**The metal 1 layer**

Supply wires on this layer in gray.
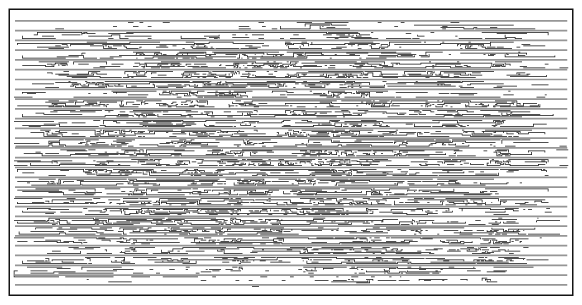
**Metal 2**

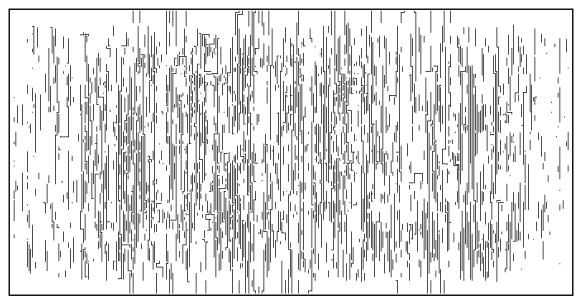
**Met3 routing**

Scale bar: 50 µm. Cells faint in the background.
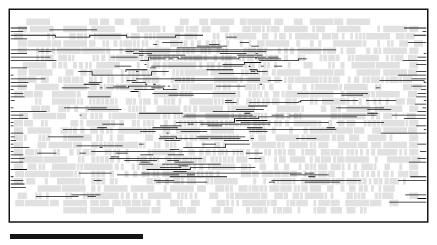
**The metal 4 layer**

Supply wires on this layer in gray. Cells faint in the background.
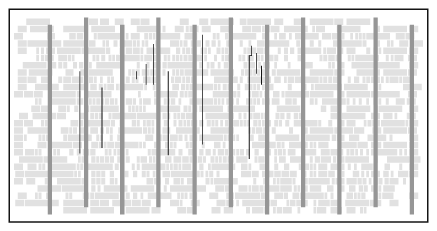
**Clock nets**

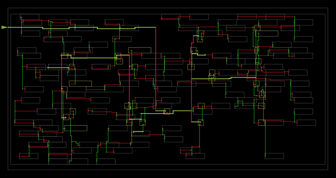
Design axi_stream_remove_header_flat, sky130hd; sources not shown.
==> flow_summary.ini <==
; physical design summary
[synthesis]
yosysMostFrequentCell = sky130_fd_sc_hd__nand2_1
postSynthAreaPerCell_um2 = 7.74
top_logic_kind = simple AND/OR/NAND/NOR gates
ys_sh_adder = 0.0346
dominant_cell_type_by_area_after_synthesis = sky130_fd_sc_hd__dfrtp_1
synth.cell_area_mm2 = 0.00643
yosys_warnings = 0
synth_cell_types = 37
synth_cells = 831
yosys-mux-area-fraction = 0
enable_flop_cells = 0
synth_simple_gate_area_share = 0.276
yosysChipArea_mm2 = 0.00643
numSynthFlops = 115
synth.area.top_cells = sky130_fd_sc_hd__dfrtp_1 45%, sky130_fd_sc_hd__nand2_1 17%, sky130_fd_sc_hd__o21ai_0 7.5%
postSynth.asyncResetShare = 1.00
synthAoiAreaFrac = 0.160
ys_seq_frac = 0.447
netlist.area_leader.share = 0.447
xor_area_frac = 0.00136
synth-main-ff-cell = sky130_fd_sc_hd__dfrtp_1
ys_cells = 831
synth.top_cells.by_count = 290 x sky130_fd_sc_hd__nand2_1, 115 x sky130_fd_sc_hd__dfrtp_1, 96 x sky130_fd_sc_hd__o21ai_0
postSynthNetCount = 892

[pwr]
power_sequential_mw = 2.60
design_power_total_mw = 9.23
clockNetworkPower_mw = 1.33
top_power_group = combinational cells
comb-power_mw = 5.31
p_comb_frac = 0.575
power_density_over_cell_area_mw_per_mm2 = 1130
sw_frac_of_total = 0.503
net-switching-power_mw = 4.64
intPower_mw = 4.59
leakagePower_nw = 4.06
max_vdd_drop_mv = 0.654
share_clk_of_total_power = 0.144
seqPwrFrac = 0.282

[placement]
placement.cell_area_mm2 = 0.00785
placed_cells_incl_taps = 1100
placement.io_buffers = 121
placer_s_final_routability_congestion_estimate = 0.937
detailedPlace.worstSlack_ns = -0.621
dp_hpwl_um = 14100

[final_layout]
non_clock_buffer_count = 150
clockBufferCount = 18
fillers = 946
drive_gt1_frac = 0.117
final-seq-area_mm2 = 0.00288
area_growth_syn_to_fin_pct = 27.2
finish.net_count = 1023
final_common_cell = sky130_fd_sc_hd__nand2_1
lay_top_cells = 289 x sky130_fd_sc_hd__nand2_1, 114 x sky130_fd_sc_hd__dfrtp_1, 96 x sky130_fd_sc_hd__o21ai_0, 77 x sky130_fd_sc_hd__dlygate4sd3_1, 56 x sky130_fd_sc_hd__inv_1
final_cell_area_mm2 = 0.00818
combAreaFraction = 0.377
largestClassByArea = multi-input combinational cells
logic_gate_count = 606
area_share_clock_buf_inv = 0.0411
seq_share = 0.352
final_util = 0.725
nonClockInverterCount = 72
antenna_cells_inserted = 0
final-instance-count-excl-fill = 1134
nonClkBufAreaFrac = 0.172
comb_cell_area_mm2 = 0.00309

[flow_run]
maxCapViolations = 1
warning_count = 32

[routing]
route.layer.met1.wl_um = 9570
drc_errors = 0
routedWlPerCell_um = 17.8
detailedRoute.firstPassIterationCount = 5
routed_length_on_met2_um = 8020
routed-wl-met3_um = 2430
drtIter0Drc = 785
drt.antenna.violating_nets = 0
highest_layer = met4
drt-vias-per-instance = 5.67

[grt]
grt_max_degree = 80
grt_pass1_wl_um = 31500
global_route.peak_usage_layer = met1
antenna_found_initial = 0
grt.total_usage = 0.343
grt_overflow = 0
grt_pass1_vias = 5758

[floorplan]
die_w_um = 156
placementRows = 27
floorplan.die.height_um = 79.2
design.core.area_mm2 = 0.0113
floorplan.io_pins = 122
floorplanUtilization = 0.570
die_area_mm2 = 0.0124
well_taps = 159

[clock_network]
cts_tree = done
clock_tree.buffer_depth = 2
cts_hold_repair.buffers = 0
cts.repair.resized = 6
tritoncts.num_buffers = 17
clkSlewWorstSetupHoldPaths_ns = 0.12
htreeDepth = 4
post_cts.repair.setup_buffers = 0
cts.root.buffer_cell = sky130_fd_sc_hd__clkbuf_4
clock.latency.late_pin_ns = 0.54

[critical_path]
worst_ep_required_time_ns = 3.56
critical-path-top-cell-by-count = sky130_fd_sc_hd__ha_1
critical_path.n_buffers_inverters = 4
critical-path-max-stage-delay_ns = 0.38
cpMaxStageDelayCell = sky130_fd_sc_hd__fa_1
cp_top_family = adder cells
r2r_slack_ns = 0.57
category_of_the_critical_setup_timing_path = in -> reg
critical_path_arrival_ns = 3.44
worstSetupStartpointType = input pin
critical_path_cell_count = 17
worst-path-max-fanout = 4
rr_worst_depth = 11
cp_cell_sequence = clkdlybuf4s15_1 > ha_1 > inv_2 > fa_1 > inv_1 > ha_1 > nand2_2 > inv_1 > ha_1 > nand3_1 > nand2_2 > nand3_2 > nor2_4 > nor2_8 > nand2_4 > nand2_4 > o21ai_1
endpoint_kind = flip-flop

[final_timing]
timing.final.ws_setup_ns = 0.117
worst_pin_slew_ns = 2.24
setup_tns_ns = 0
maxClockFrequency_mhz = 336
fin_crit_ns = 2.97
hold_viol = 0
relSlewSlack = -0.491
setup-violations-final = 0
period_utilization = 0.962
finalHoldWorstSlack_ns = 0.485
final_max_slew_violation_tally = 43
final_clock_skew_ns = 0.0273

[outcome]
violations = capacitance limit, slew limit
status = complete, but fails checks

[min_path]
hold_path.class = reg -> reg
hold_depth = 2
Back to the opening pictures, 'the metal 1 layer':
longest straight run: 60.3 µm
main direction: horizontal
nets with wire on the layer: 906
wire length on this layer: 9,570 µm
share of all routed wire: 47%
met1 Usage GRT: 0.521
Final Routed Wirelength: 20,200 µm
number of vias after detailed routing: 6,429

Back to the opening pictures, 'metal 2':
main direction: vertical
longest straight run: 39.1 µm
met2 GRT Util: 0.468

Back to the opening pictures, 'met3 routing':
nets with wire on the layer: 174
share of all routed wire: 12%
wire length on this layer: 2,430 µm
Global Route met3 Usage: 0.102

Back to the opening pictures, 'the metal 4 layer':
main direction: vertical
wire length on this layer: 208 µm
share of all routed wire: 1.0%
longest straight run: 40.8 µm
nets with wire on the layer: 8

Back to the opening pictures, 'clock nets':
Flop Count: 115
number of clock sinks: 115

